Port wiring:
Scale bar: 100 µm.
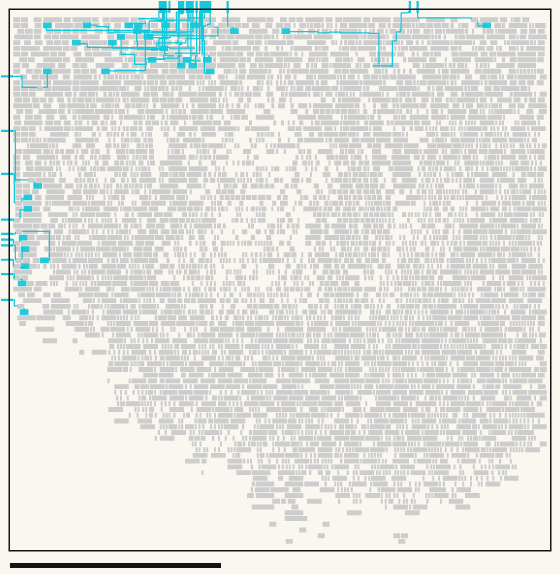
Routing congestion map:
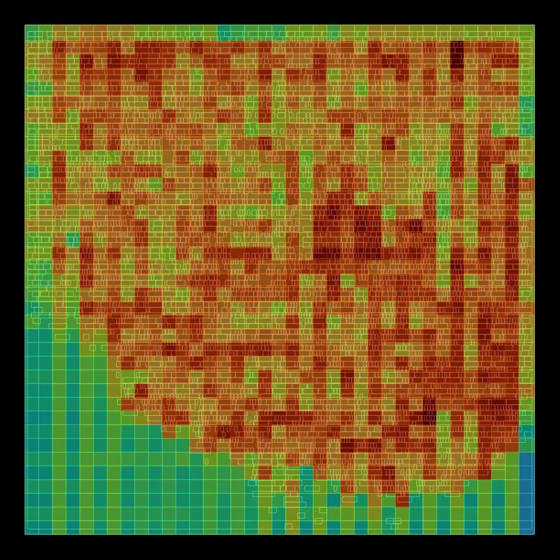
Placement by cell class:
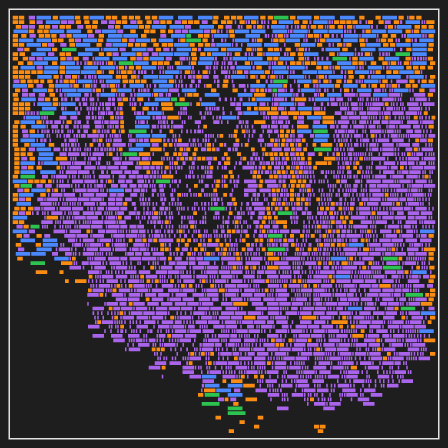
Local utilization:
26 x 26 tiles, from black (low) to pale yellow (high), 0 to 100% covered.
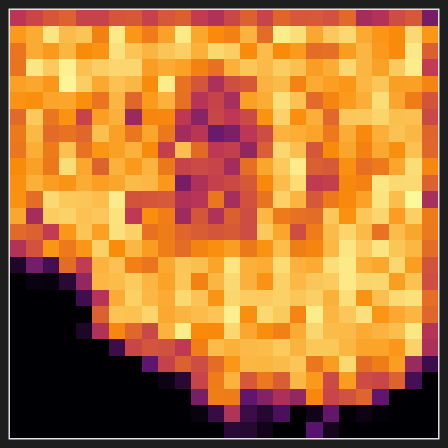
==> config.mk <==
export PLATFORM = sky130hd
export DESIGN_NAME = ls_backtrack_ctrl
export DESIGN_NICKNAME = d
export VERILOG_FILES = /design/src/rtl/ls_pkg.sv /design/src/rtl/float_mul.sv /design/src/rtl/ls_backtrack_ctrl.sv
export SDC_FILE = /design/constraint.sdc
export NUM_CORES = 2
export LEC_CHECK = 0
export ABC_AREA = 1
export CAP_MARGIN = 20
export CORE_UTILIZATION = 50
export CTS_CLUSTER_DIAMETER = 80
export CTS_CLUSTER_SIZE = 25
export DETAILED_ROUTE_END_ITERATION = 8
export PLACE_DENSITY = 0.8
export SYNTH_ARGS = -nofsm -noshare
export SYNTH_HDL_FRONTEND = slang
export SYNTH_SLANG_ARGS = --single-unit
==> constraint.sdc <==
create_clock -name aclk -period 9.4 [get_ports aclk]
set_input_delay 1.88 -clock aclk [delete_from_list [all_inputs] [get_ports aclk]]
set_output_delay 1.88 -clock aclk [all_outputs]
set_load 0.01 [all_outputs]
==> src/rtl/ls_pkg.sv <==
// Shared types and float constants for the Armijo line-search sequencer.
package ls_pkg;

  typedef enum logic [2:0] {
    IDLE,
    EVAL,
    CMP,
    SHRINK,
    DONE
  } state_t;

  localparam logic [31:0] FP_ONE  = 32'h3F800000;
  localparam logic [31:0] FP_HALF = 32'h3F000000;

endpackage

==> src/rtl/float_mul.sv <==
// Combinational IEEE-754 single-precision multiplier, round-to-nearest-even.
// Subnormal inputs and results are flushed to signed zero.
module float_mul (
  input  logic [31:0] a,
  input  logic [31:0] b,
  output logic [31:0] y
);

  logic        sign;
  logic [7:0]  ea;
  logic [7:0]  eb;
  logic [23:0] ma;
  logic [23:0] mb;
  logic [47:0] prod;
  logic        a_zero, b_zero, a_inf, b_inf, a_nan, b_nan;
  logic [22:0] frac;
  logic        guard;
  logic        sticky;
  logic [23:0] frac_r;
  logic [9:0]  exp_s;
  logic [9:0]  exp_r;

  always_comb begin
    sign   = a[31] ^ b[31];
    ea     = a[30:23];
    eb     = b[30:23];
    ma     = {1'b1, a[22:0]};
    mb     = {1'b1, b[22:0]};
    a_zero = (ea == 8'h00);
    b_zero = (eb == 8'h00);
    a_inf  = (ea == 8'hFF) && (a[22:0] == 23'd0);
    b_inf  = (eb == 8'hFF) && (b[22:0] == 23'd0);
    a_nan  = (ea == 8'hFF) && (a[22:0] != 23'd0);
    b_nan  = (eb == 8'hFF) && (b[22:0] != 23'd0);
    prod   = ma * mb;
    // exp_s is a biased exponent held as 10-bit two's complement so underflow stays visible
    exp_s  = {2'b00, ea} + {2'b00, eb} - 10'd127 + {9'd0, prod[47]};
    if (prod[47]) begin
      frac   = prod[46:24];
      guard  = prod[23];
      sticky = |prod[22:0];
    end else begin
      frac   = prod[45:23];
      guard  = prod[22];
      sticky = |prod[21:0];
    end
    frac_r = {1'b0, frac} + {23'd0, guard & (sticky | frac[0])};
    exp_r  = exp_s + {9'd0, frac_r[23]};
    y      = {sign, exp_r[7:0], frac_r[22:0]};
    if (a_nan || b_nan || (a_inf && b_zero) || (b_inf && a_zero)) begin
      y = 32'h7FC00000;
    end else if (a_inf || b_inf) begin
      y = {sign, 8'hFF, 23'd0};
    end else if (a_zero || b_zero) begin
      y = {sign, 31'd0};
    end else if ($signed(exp_r) >= 10'sd255) begin
      y = {sign, 8'hFF, 23'd0};
    end else if ($signed(exp_r) <= 10'sd0) begin
      y = {sign, 31'd0};
    end
  end

endmodule

==> src/rtl/ls_backtrack_ctrl.sv <==
// Backtracking (Armijo) line-search sequencer: issues trial alphas, collects phi,
// drives the sufficient-decrease comparator and shrinks alpha by tau on failure.
module ls_backtrack_ctrl
  import ls_pkg::*;
#(
  parameter int DATA_WIDTH = 32,
  parameter int MAX_ITER   = 16,
  parameter int CMP_WAIT   = 2,
  parameter int ITER_W     = $clog2(MAX_ITER + 1)
) (
  input  logic                  aclk,
  input  logic                  aresetn,
  input  logic                  start,
  input  logic [DATA_WIDTH-1:0] alpha_init,
  input  logic [DATA_WIDTH-1:0] tau,
  input  logic [DATA_WIDTH-1:0] phi0,
  input  logic [DATA_WIDTH-1:0] rho_phidif0,
  output logic                  eval_req,
  output logic [DATA_WIDTH-1:0] eval_alpha,
  input  logic                  eval_ack,
  input  logic [DATA_WIDTH-1:0] eval_phi,
  output logic [DATA_WIDTH-1:0] cmp_alphai,
  output logic [DATA_WIDTH-1:0] cmp_phi_alphai,
  output logic [DATA_WIDTH-1:0] cmp_phi0,
  output logic [DATA_WIDTH-1:0] cmp_rho_phidif0,
  input  logic                  result_compare,
  output logic                  busy,
  output logic                  done,
  output logic                  success,
  output logic [DATA_WIDTH-1:0] alpha_out,
  output logic [DATA_WIDTH-1:0] phi_out,
  output logic [ITER_W-1:0]     iter_out
);

  localparam int                WAIT_W    = (CMP_WAIT > 1) ? $clog2(CMP_WAIT) : 1;
  localparam logic [ITER_W-1:0] LAST_ITER = ITER_W'(MAX_ITER);
  localparam logic [WAIT_W-1:0] LAST_WAIT = WAIT_W'(CMP_WAIT - 1);

  state_t                state, next_state;
  logic [DATA_WIDTH-1:0] alpha_reg, tau_reg, phi0_reg, rho_reg, phi_reg;
  logic [DATA_WIDTH-1:0] alpha_shrunk;
  logic [ITER_W-1:0]     iter;
  logic [ITER_W-1:0]     iter_inc;
  logic [WAIT_W-1:0]     wait_cnt;
  logic                  accept, eval_done, cmp_sample, finish;

  float_mul u_shrink (
    .a (alpha_reg),
    .b (tau_reg),
    .y (alpha_shrunk)
  );

  assign iter_inc        = iter + ITER_W'(1);
  assign eval_alpha      = alpha_reg;
  assign cmp_alphai      = alpha_reg;
  assign cmp_phi_alphai  = phi_reg;
  assign cmp_phi0        = phi0_reg;
  assign cmp_rho_phidif0 = rho_reg;

  always_ff @(posedge aclk or negedge aresetn) begin
    if (!aresetn) state <= IDLE;
    else          state <= next_state;
  end

  always_comb begin
    next_state = state;
    accept     = 1'b0;
    eval_done  = 1'b0;
    cmp_sample = 1'b0;
    finish     = 1'b0;
    eval_req   = (state == EVAL);
    busy       = (state != IDLE);
    done       = (state == DONE);
    case (state)
      IDLE: if (start) begin
        accept     = 1'b1;
        next_state = EVAL;
      end
      EVAL: if (eval_ack) begin
        eval_done  = 1'b1;
        next_state = CMP;
      end
      CMP: if (wait_cnt == LAST_WAIT) begin
        // Verdict is taken only once the comparator's register stage has settled
        cmp_sample = 1'b1;
        finish     = result_compare || (iter_inc == LAST_ITER);
        next_state = finish ? DONE : SHRINK;
      end
      SHRINK:  next_state = EVAL;
      DONE:    next_state = IDLE;
      default: next_state = IDLE;
    endcase
  end

  always_ff @(posedge aclk or negedge aresetn) begin
    if (!aresetn) begin
      alpha_reg <= '0;
      tau_reg   <= '0;
      phi0_reg  <= '0;
      rho_reg   <= '0;
      phi_reg   <= '0;
      iter      <= '0;
      wait_cnt  <= '0;
      success   <= 1'b0;
      alpha_out <= '0;
      phi_out   <= '0;
      iter_out  <= '0;
    end else begin
      if (accept) begin
        alpha_reg <= alpha_init;
        tau_reg   <= tau;
        phi0_reg  <= phi0;
        rho_reg   <= rho_phidif0;
        iter      <= '0;
        success   <= 1'b0;
      end
      if (eval_done) phi_reg <= eval_phi;
      if (state == CMP && !cmp_sample) wait_cnt <= wait_cnt + WAIT_W'(1);
      else                             wait_cnt <= '0;
      if (cmp_sample && !result_compare) iter <= iter_inc;
      if (finish) begin
        success   <= result_compare;
        alpha_out <= alpha_reg;
        phi_out   <= phi_reg;
        iter_out  <= result_compare ? iter : iter_inc;
      end
      if (state == SHRINK) alpha_reg <= alpha_shrunk;
    end
  end

endmodule

==> summary.rpt <==
SETUP PATH
-----------------------------------------------------------------------------------------------
Origin of the critical flop-to-flop path                                           cmp_alphai[20]$_DFFE_PN0P_
Number of gates on the worst path with buffers counted                                       51

CTS
-----------------------------------------------------------------------------------------------
Post-CTS resize count                                                                        67
TritonCTS clock tree                                                                      built
Count of hold buffers inserted by post-cts repair                                             0
Number of buffers added for setup after CTS                                                  42
Clock input transition at the sequential cells of the worst setup and hold paths        0.09 ns

MIN PATH
-----------------------------------------------------------------------------------------------
Min-Delay Endpoint                                                                 wait_cnt$_DFF_PN0_
Hold Crit Class                                                                      reg -> reg

SYNTHESIS
-----------------------------------------------------------------------------------------------
Tally of yosys warning messages                                                               0
Cell total in the yosys stat output                                                        4178
Synthesized flop and latch total                                                            239

DETAILED ROUTING
-----------------------------------------------------------------------------------------------
Total number of vias                                                                      29400
Post-Route WL                                                                         108000 µm
Total DRC errors in the routed layout                                                         0
Routed met1 length                                                                     41700 µm

RUN STATUS
-----------------------------------------------------------------------------------------------
Run status                                                                         finished, violations left
Violations in the final reports                                                    setup timing

STA
-----------------------------------------------------------------------------------------------
Min Hold Slack                                                                         0.470 ns
Post-route setup TNS                                                                   -2.51 ns
Final setup fails                                                                            26
Final Critical Period                                                                   9.55 ns
Unrepaired setup endpoints after global routing                                             yes
Maximum clock frequency                                                                 105 MHz
Final worst slack                                                                     -0.147 ns

CELLS AND AREA
-----------------------------------------------------------------------------------------------
Combined flip-flop and latch cell area                                              0.00599 mm²
Count of plain and timing-repair buffers                                                    795
Combinational share of cell area                                                          0.529
Top logic cell by instance count in the layout                                     sky130_fd_sc_hd__inv_1
Syn-to-layout area delta                                                                  29.4%
Number of non-clock inverters                                                              1131

FLOORPLANNING
-----------------------------------------------------------------------------------------------
Height of the die                                                                        256 µm

PLACEMENT
-----------------------------------------------------------------------------------------------
Placed Instances                                                                           5548
Sum of net half-perimeters after detailed placement                                    86300 µm

-- 'port wiring' (at the start) --
| colour | port | bits | direction | end cells | wire |
|---|---|---|---|---|---|
| cyan | phi0 | 32 | input | 32 | 1160 µm |
number of primary I/O pins: 398
tally of buffers added on design ports: 397

-- 'routing congestion map' (at the start) --
M3 GR Usage: 0.0615
M2 GR Usage: 0.541
routed wirelength normalized by instance count: 19.0 µm
busiest layer in global routing: met2
utilization of the core after routing: 0.659

-- 'placement by cell class' (at the start) --
| colour | class | cells |
|---|---|---|
| blue | flops | 239 |
| purple | combinational and other logic | 3736 |
| orange | other buffers and delay cells | 795 |
| green | clock drivers and dummy loads | 33 |

-- 'local utilization' (at the start) --
nearly empty tiles: 14%
mean over tiles: 62%
emptiest ninth of the die: south-west
tiles over 75% full: 48%
fullest tile: 99%
core area: 0.0634 mm²
fraction of the core area occupied by cells at floorplan: 0.509

